<file path="src/rtl/urisc_phase_sequencer_pkg.sv">
// Shared URISC sequencer types and datapath phase defaults.
// Consumed by the sequencer, its interface and the datapath.
package urisc_pkg;

  typedef enum logic [1:0] {
    ST_IDLE   = 2'd0,
    ST_RUN    = 2'd1,
    ST_HALTED = 2'd2
  } seq_state_t;

  localparam int URISC_NUM_PHASES = 4;
  localparam logic [3:0] URISC_MEM_PHASE_MASK = 4'b0111;

endpackage

</file>
<file path="src/rtl/urisc_phase_sequencer_if.sv">
// Phase/memory bundle between the sequencer and the datapath.
// The master drives the phase enables and memReq; the slave returns memAck.
interface urisc_phase_sequencer_if
  import urisc_pkg::*;
#(
  parameter int NUM_PHASES = URISC_NUM_PHASES
);
  localparam int IW = $clog2(NUM_PHASES);

  logic [NUM_PHASES-1:0] phaseEn;
  logic [IW-1:0]         phaseIdx;
  logic                  memReq;
  logic                  memAck;
  logic                  instrDone;

  modport master (
    output phaseEn,
    output phaseIdx,
    output memReq,
    output instrDone,
    input  memAck
  );

  modport slave (
    input  phaseEn,
    input  phaseIdx,
    input  memReq,
    input  instrDone,
    output memAck
  );
endinterface

</file>
<file path="src/rtl/urisc_phase_sequencer_phase_ring.sv">
// One-hot rotating phase register.
// Clear beats load-to-phase-0, which beats advance.
module phase_ring #(
  parameter int N = 4
) (
  input  logic         clkIn,
  input  logic         rstN,
  input  logic         load,
  input  logic         adv,
  input  logic         clr,
  output logic [N-1:0] q
);

  always_ff @(posedge clkIn or negedge rstN) begin
    if (!rstN) begin
      q <= '0;
    end else if (clr) begin
      q <= '0;
    end else if (load) begin
      q <= {{(N-1){1'b0}}, 1'b1};
    end else if (adv) begin
      q <= {q[N-2:0], q[N-1]};
    end
  end

endmodule

</file>
<file path="src/rtl/urisc_phase_sequencer.sv">
// URISC per-instruction phase sequencer with memory handshake and halt.
// Optional URISC_SINGLE_STEP_EN adds a stepMode input.
module urisc_phase_sequencer
  import urisc_pkg::*;
#(
  parameter int                    NUM_PHASES     = URISC_NUM_PHASES,
  parameter logic [NUM_PHASES-1:0] MEM_PHASE_MASK = URISC_MEM_PHASE_MASK,
  parameter int                    COUNT_W        = 32
) (
  input  logic               clkIn,
  input  logic               rstN,
  input  logic               start,
  input  logic               haltReq,
`ifdef URISC_SINGLE_STEP_EN
  input  logic               stepMode,
`endif
  urisc_phase_sequencer_if.master bus,
  output logic               busy,
  output logic               halted,
  output logic [COUNT_W-1:0] instrCount
);

  localparam int IW = $clog2(NUM_PHASES);
  localparam logic [1:0] IDLE   = ST_IDLE;
  localparam logic [1:0] RUN    = ST_RUN;
  localparam logic [1:0] HALTED = ST_HALTED;

  logic [1:0]            state;
  logic                  haltPend;
  logic [NUM_PHASES-1:0] ring;
  logic [NUM_PHASES-1:0] nextRing;
  logic                  stepHalt;
  logic                  running;
  logic                  startGo;
  logic                  advance;
  logic                  lastPh;
  logic                  finish;
  logic                  stopNow;
  logic                  wrapNow;
  logic                  stepNow;

`ifdef URISC_SINGLE_STEP_EN
  assign stepHalt = stepMode;
`else
  assign stepHalt = 1'b0;
`endif

  assign running  = (state == RUN);
  assign startGo  = ((state == IDLE) || (state == HALTED)) && start;
  // memAck only counts while a request is outstanding
  assign advance  = running && (!bus.memReq || bus.memAck);
  assign lastPh   = ring[NUM_PHASES-1];
  assign finish   = advance && lastPh;
  assign stopNow  = finish && (haltPend || haltReq || stepHalt);
  assign wrapNow  = finish && !stopNow;
  assign stepNow  = advance && !lastPh;
  assign nextRing = {ring[NUM_PHASES-2:0], ring[NUM_PHASES-1]};

  phase_ring #(
    .N(NUM_PHASES)
  ) uRing (
    .clkIn(clkIn),
    .rstN (rstN),
    .load (startGo || wrapNow),
    .adv  (stepNow),
    .clr  (stopNow),
    .q    (ring)
  );

  assign bus.phaseEn = ring;

  always_ff @(posedge clkIn or negedge rstN) begin
    if (!rstN) begin
      state         <= IDLE;
      haltPend      <= 1'b0;
      bus.phaseIdx  <= '0;
      bus.memReq    <= 1'b0;
      bus.instrDone <= 1'b0;
      busy          <= 1'b0;
      halted        <= 1'b0;
      instrCount    <= '0;
    end else begin
      bus.instrDone <= 1'b0;
      if (running && haltReq) begin
        haltPend <= 1'b1;
      end
      unique case (1'b1)
        startGo: begin
          state        <= RUN;
          busy         <= 1'b1;
          halted       <= 1'b0;
          haltPend     <= haltReq;
          bus.phaseIdx <= '0;
          bus.memReq   <= MEM_PHASE_MASK[0];
        end
        stopNow: begin
          state         <= HALTED;
          busy          <= 1'b0;
          halted        <= 1'b1;
          haltPend      <= 1'b0;
          bus.phaseIdx  <= '0;
          bus.memReq    <= 1'b0;
          bus.instrDone <= 1'b1;
          instrCount    <= instrCount + 1'b1;
        end
        wrapNow: begin
          bus.phaseIdx  <= '0;
          bus.memReq    <= MEM_PHASE_MASK[0];
          bus.instrDone <= 1'b1;
          instrCount    <= instrCount + 1'b1;
        end
        stepNow: begin
          bus.phaseIdx <= bus.phaseIdx + 1'b1;
          bus.memReq   <= |(nextRing & MEM_PHASE_MASK);
        end
        default: ;
      endcase
    end
  end

endmodule

</file>
<file path="src/flat_wrapper.sv">
// flat-port wrapper written by rule: the top's interface ports become plain ports
module urisc_phase_sequencer_flat import urisc_pkg::*;
#(
  parameter int                    NUM_PHASES     = URISC_NUM_PHASES,
  parameter logic [NUM_PHASES-1:0] MEM_PHASE_MASK = URISC_MEM_PHASE_MASK,
  parameter int                    COUNT_W        = 32
)
  (clkIn, rstN, start, haltReq, busy, halted, instrCount, bus_phaseEn, bus_phaseIdx, bus_memReq, bus_instrDone, bus_memAck);
  urisc_phase_sequencer_if #(.NUM_PHASES(NUM_PHASES)) bus_i ();
  input  logic clkIn;
  input  logic rstN;
  input  logic start;
  input  logic haltReq;
  output logic busy;
  output logic halted;
  output logic [COUNT_W-1:0] instrCount;
  output wire logic [$bits(bus_i.phaseEn)-1:0] bus_phaseEn;
  output wire logic [$bits(bus_i.phaseIdx)-1:0] bus_phaseIdx;
  output wire logic [$bits(bus_i.memReq)-1:0] bus_memReq;
  output wire logic [$bits(bus_i.instrDone)-1:0] bus_instrDone;
  input wire logic [$bits(bus_i.memAck)-1:0] bus_memAck;
  assign bus_phaseEn = bus_i.phaseEn;
  assign bus_phaseIdx = bus_i.phaseIdx;
  assign bus_memReq = bus_i.memReq;
  assign bus_instrDone = bus_i.instrDone;
  assign bus_i.memAck = bus_memAck;
  urisc_phase_sequencer #(.NUM_PHASES(NUM_PHASES), .MEM_PHASE_MASK(MEM_PHASE_MASK), .COUNT_W(COUNT_W)) u_core (.clkIn(clkIn), .rstN(rstN), .start(start), .haltReq(haltReq), .bus(bus_i), .busy(busy), .halted(halted), .instrCount(instrCount));
endmodule
</file>
<file path="config.mk">
export PLATFORM = sky130hd
export DESIGN_NAME = urisc_phase_sequencer_flat
export DESIGN_NICKNAME = d
export VERILOG_FILES = /design/src/rtl/urisc_phase_sequencer_pkg.sv /design/src/rtl/urisc_phase_sequencer_if.sv /design/src/rtl/urisc_phase_sequencer_phase_ring.sv /design/src/rtl/urisc_phase_sequencer.sv /design/src/flat_wrapper.sv
export SDC_FILE = /design/constraint.sdc
export NUM_CORES = 1
export LEC_CHECK = 0
export CAP_MARGIN = 20
export CORE_ASPECT_RATIO = 0.8
export CORE_UTILIZATION = 45
export CTS_BUF_LIST = sky130_fd_sc_hd__clkbuf_4
export DETAILED_ROUTE_END_ITERATION = 8
export PLACE_DENSITY_LB_ADDON = 0.2
export SYNTH_ARGS = -nofsm -noshare
export SYNTH_HDL_FRONTEND = slang
export SYNTH_SLANG_ARGS = --single-unit
</file>
<file path="constraint.sdc">
create_clock -name clkIn -period 2.3 [get_ports clkIn]
set_clock_uncertainty 0.2 [all_clocks]
set_input_delay 0.46 -clock clkIn [delete_from_list [all_inputs] [get_ports clkIn]]
set_output_delay 0.46 -clock clkIn [all_outputs]
set_load 0.01 [all_outputs]
</file>
Figure 1. Routing congestion.
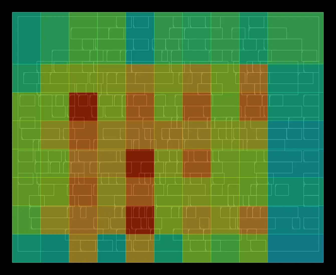
wire per inst: 14.0 µm
Total Routing Usage GR: 0.198

Figure 2. Placed cells, one color a class.
Scale: 6 px per µm. Fill, decap, tap and diode cells in gray.
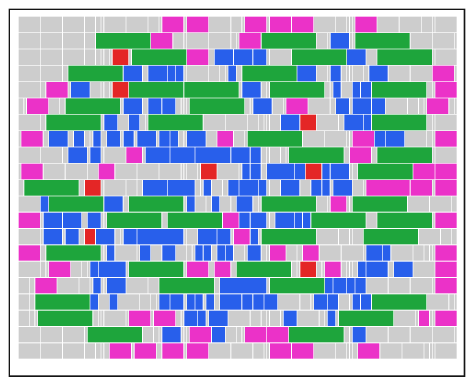
magenta -> other buffers and delay cells  # cells 58, share of their area 22%
blue -> all other logic  # cells 130, share of their area 34%
green -> flip-flops  # cells 43, share of their area 42%
red -> clock drivers and dummy loads  # cells 8, share of their area 2.2%
core area: 0.00418 mm²
# rows: 21
final core occ: 0.630
post-route cell area: 0.00263 mm²

==> run_results.csv <==
group,metric,value,unit
synthesis,yosys.area_share.xor_xnor,0.144,
die,floorplanUtilization,0.467,
synthesis,ys.flops,43,
synthesis,synthAdderAreaFrac,0.00641,
routing,ant_nets,0,
critical_path,r2r-start,"u_core.instrCount[11]",
critical_path,regToRegSetupSlack,160,ps
synthesis,synth_chip_area,0.00195,mm²
routing,dr.pass1.iters,4,
die,dieArea,0.00461,mm²
synthesis,ys_top_cells_by_area,"dfrtp_1, xnor2_1, xor2_1",
critical_path,critPathRequiredTime,1640,ps
synthesis,aoi_share,0.0353,
pwr,switching_share,0.324,
placed_design,place_congestion,0.819,
critical_path,endpoint_kind,"output port",
clock_network,clkTransAtPathRegs,140,ps
pwr,p_per_area,718,mW/mm²
synthesis,synth_nets,181,
synthesis,synth_top_cell_by_area,"dfrtp_1",
pwr,p_int,0.00128,W
clock_network,ctsRootBufferMaster,"clkbuf_4",
sta,worstMarginPinSlew,536,ps
finish,nets,244,
critical_path,cp_num_buf_inv,1,
global_route,grt_max_degree,23,
sta,hold_viol,0,
pwr,p_leak,1.21,nW
synthesis,synth_seq_share,0.551,
synthesis,synth_warnings,0,
clock_network,cts_sinks,43,
synthesis,yosys.cell_types.count,35,
critical_path,rr_worst_depth,6,
placed_design,placed_area,0.00256,mm²
finish,antennaDiodeCount,0,
pwr,peakVddDrop,0.428,mV
die,die_w,75.6,µm
global_route,grt_pass1_vias,1356,
routing,wirelength,4.14,mm
pwr,power.switching,0.000612,W
min_path,hp-start,"u_core.instrCount[31]",
finish,final_cells,296,
finish,fillCellCount,337,
critical_path,slowest_stage,"clkdlybuf4s50_1",
critical_path,critPathMaxStageDelay,600,ps
critical_path,crit_arrival,1530,ps
sta,fin_crit,2190,ps
run_status,status,"completed",
min_path,hold_end,"u_core.instrCount[31]",
critical_path,crit_fanout,9,
routing,drcViolationCount,0,
placed_design,dp_hpwl,3.08,mm
synthesis,ys_cells,175,
synthesis,syn_inst,175,
global_route,grt_remaining_overflow,0,
critical_path,path_depth,1,
sta,max_freq,456,MHz
die,fp.dieH,60.9,µm
clock_network,cts_tree,"built",
synthesis,yosys.area.top_type_share,0.551,
sta,fin_crit_sh,0.953,
clock_network,clockBufferDepth,2,
sta,report.final.slew_viol_count,0,
sta,finalSetupViolCount,0,
critical_path,worstSetupStartpointType,"register",
pwr,p_comb_frac,0.293,
critical_path,crit_type,"register to output port",
critical_path,regToRegEndpoint,"u_core.instrCount[24]",
min_path,hold_path_depth,1,
placed_design,io_buffers,46,
clock_network,cts-resized-gates,0,
clock_network,cts_buffers,5,
routing,drt_iter0_drc,76,
sta,relSlewSlack,0.643,
synthesis,synth.avg_cell_area,11.2,µm²
finish,drive_gt1_frac,0.126,
finish,mi_logic_area,841,µm²
die,ioPinCount,47,
global_route,antenna_found_initial,0,
global_route,grt_pass1_wl,6.58,mm
placed_design,dp.cells,287,
routing,via_count,1494,
sta,rsz0062_at_grt,"false",
Figure 3. Where the registers sit.
Scale: 6 px per µm.
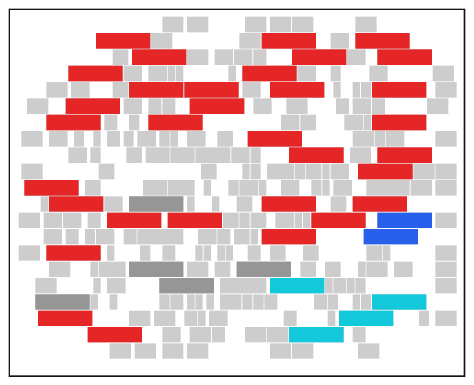
red -> u_core.instrCount  # sequential cells 32
cyan -> u_core.uRing.q  # sequential cells 4, where south-east
blue -> u_core.bus.phaseIdx  # sequential cells 2
not colored = 5
Seq area share: 0.409
P_seq: 0.000960 W
FF/Latch Area: 0.00108 mm²

Figure 4. Routed clock nets over the placement.
Scale: 8 px per µm.
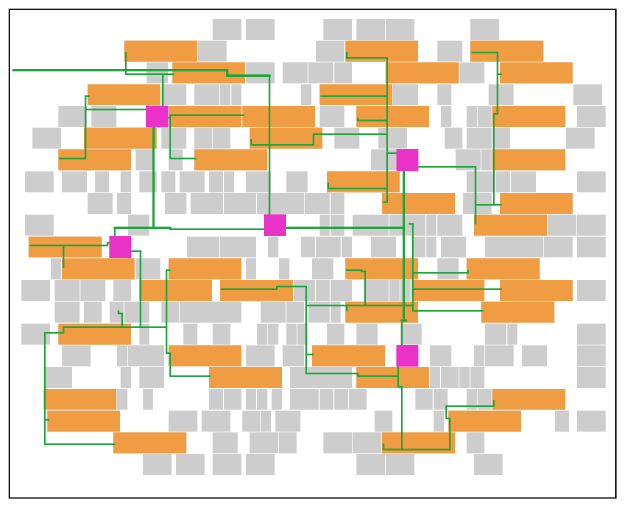
green -> clock wires  # length 502 µm
orange -> flip-flops  # count 43
magenta -> cells driving clock nets  # count 5
routed clock nets = 6
Clock group: 0.000376 W
Clock Latency Late Sink: 360 ps
clock network power share: 0.199

layout make-up:
cell class | count | share of cell area
sequential | 43 | 0.409
multi-input combinational | 123 | 0.319
timing repair buffer | 58 | 0.213
tap | 57 | 0.0271
clock buffer | 6 | 0.0171
inverter | 7 | 0.00998
clock inverter | 2 | 0.00475
power by group through the flow:
stage	logic [W]	registers (W)	clock network, W
3_3_place_gp	0.000541	0.000966	0
5_1_grt	0.000613	0.000975	0.000419
2_1_floorplan	0.000242	0.000986	0
4_1_cts	0.000558	0.000959	0.000385
6_report	0.000554	0.000960	0.000376
3_5_place_dp	0.000553	0.000975	0
per-stage QoR:
stage / hold WS (ps) / setup WS (ps) / total power, W / TNS, ps / utilization
final: 276 / 108 / 0.00189 / 0 / 0.630
after global routing: 298 / 13.1 / 0.00201 / 0 / 0.630
after CTS: 285 / 108 / 0.00190 / 0 / 0.630
after detailed placement: 263 / -107 / 0.00153 / -728 / 0.614
after global placement: 253 / -64.9 / 0.00151 / -287 / 0.614
after floorplan: -35.6 / 316 / 0.00123 / 0 / -
worst register-to-register path: stages (launching register included):
cell     delay (ps)
dfrtp_1         450
nand3_1         220
or3b_4          450
nor4_4          290
buf_4           180
nand3_1         100
xnor2_1         140
cells by family after synthesis:
kind of cell,after synthesis
AOI/OAI and AO/OA,10
and+or+nand+nor,80
adders and majority gates,1
xor gates and xnor gates,32
DFF,43
buffers and inverters,9
layout by cell type (no fill, tap or decap), types with 2 or more instances in the layout:
cell,count
and4_1,2
clkdlybuf4s50_1,45
nand2_1,17
nor3_1,4
buf_4,10
and3_1,9
xor2_1,9
inv_1,7
nor2_1,14
clkbuf_4,6
xnor2_1,23
a21oi_1,4
dfrtp_1,43
nand4_1,6
o22ai_1,2
nand3_1,13
Yosys cell counts (all sizes together):
cell type and n:
ha 1, a21oi 4, nor3 5, a221o 1, nand4 8, buf 1, o31ai 1, and2 1
nand2b 1, nor2 14, clkbuf 1, xnor2 23, and4 2, and2b 1, o22ai 2, or3b 1
nand2 17, or4 2, dfrtp 43, nand3 13, a32o 1, nor4 3, xor2 9, inv 7
nor2b 1, or3 2, and3 9, a22o 1
sequential cells by signal, indices dropped and copies added, names as in the netlist:
register,flops
u_core.uRing.q,4
u_core.bus.memReq,1
u_core.bus.instrDone,1
u_core.bus.phaseIdx,2
u_core.haltPend,1
u_core.instrCount,32
u_core.state,2
worst max-delay path by stage:
stage | to
after CTS | bus_phaseEn[3]
after global routing | bus_phaseEn[3]
after floorplan | u_core.instrCount[24]
final | bus_phaseEn[3]
after detailed placement | u_core.instrCount[24]
after global placement | u_core.instrCount[15]
layer usage:
layer | wire length, µm | vias to the layer above | track usage
li1 | - | 730 | -
met1 | 2110 | 714 | 0.287
met2 | 1810 | 43 | 0.282
met3 | 161 | 7 | 0.0548
met4 | 55 | 0 | 0.0820
met5 | 0 | - | 0
what timing repair did:
| item | 4_1_cts | 5_1_grt |
|---|---|---|
| endpoints found under the hold margin | 21 | 0 |
| hold buffers | 1 | 0 |
| buffers inserted | 0 | 0 |
Power is estimated from default activity; no workload was simulated.
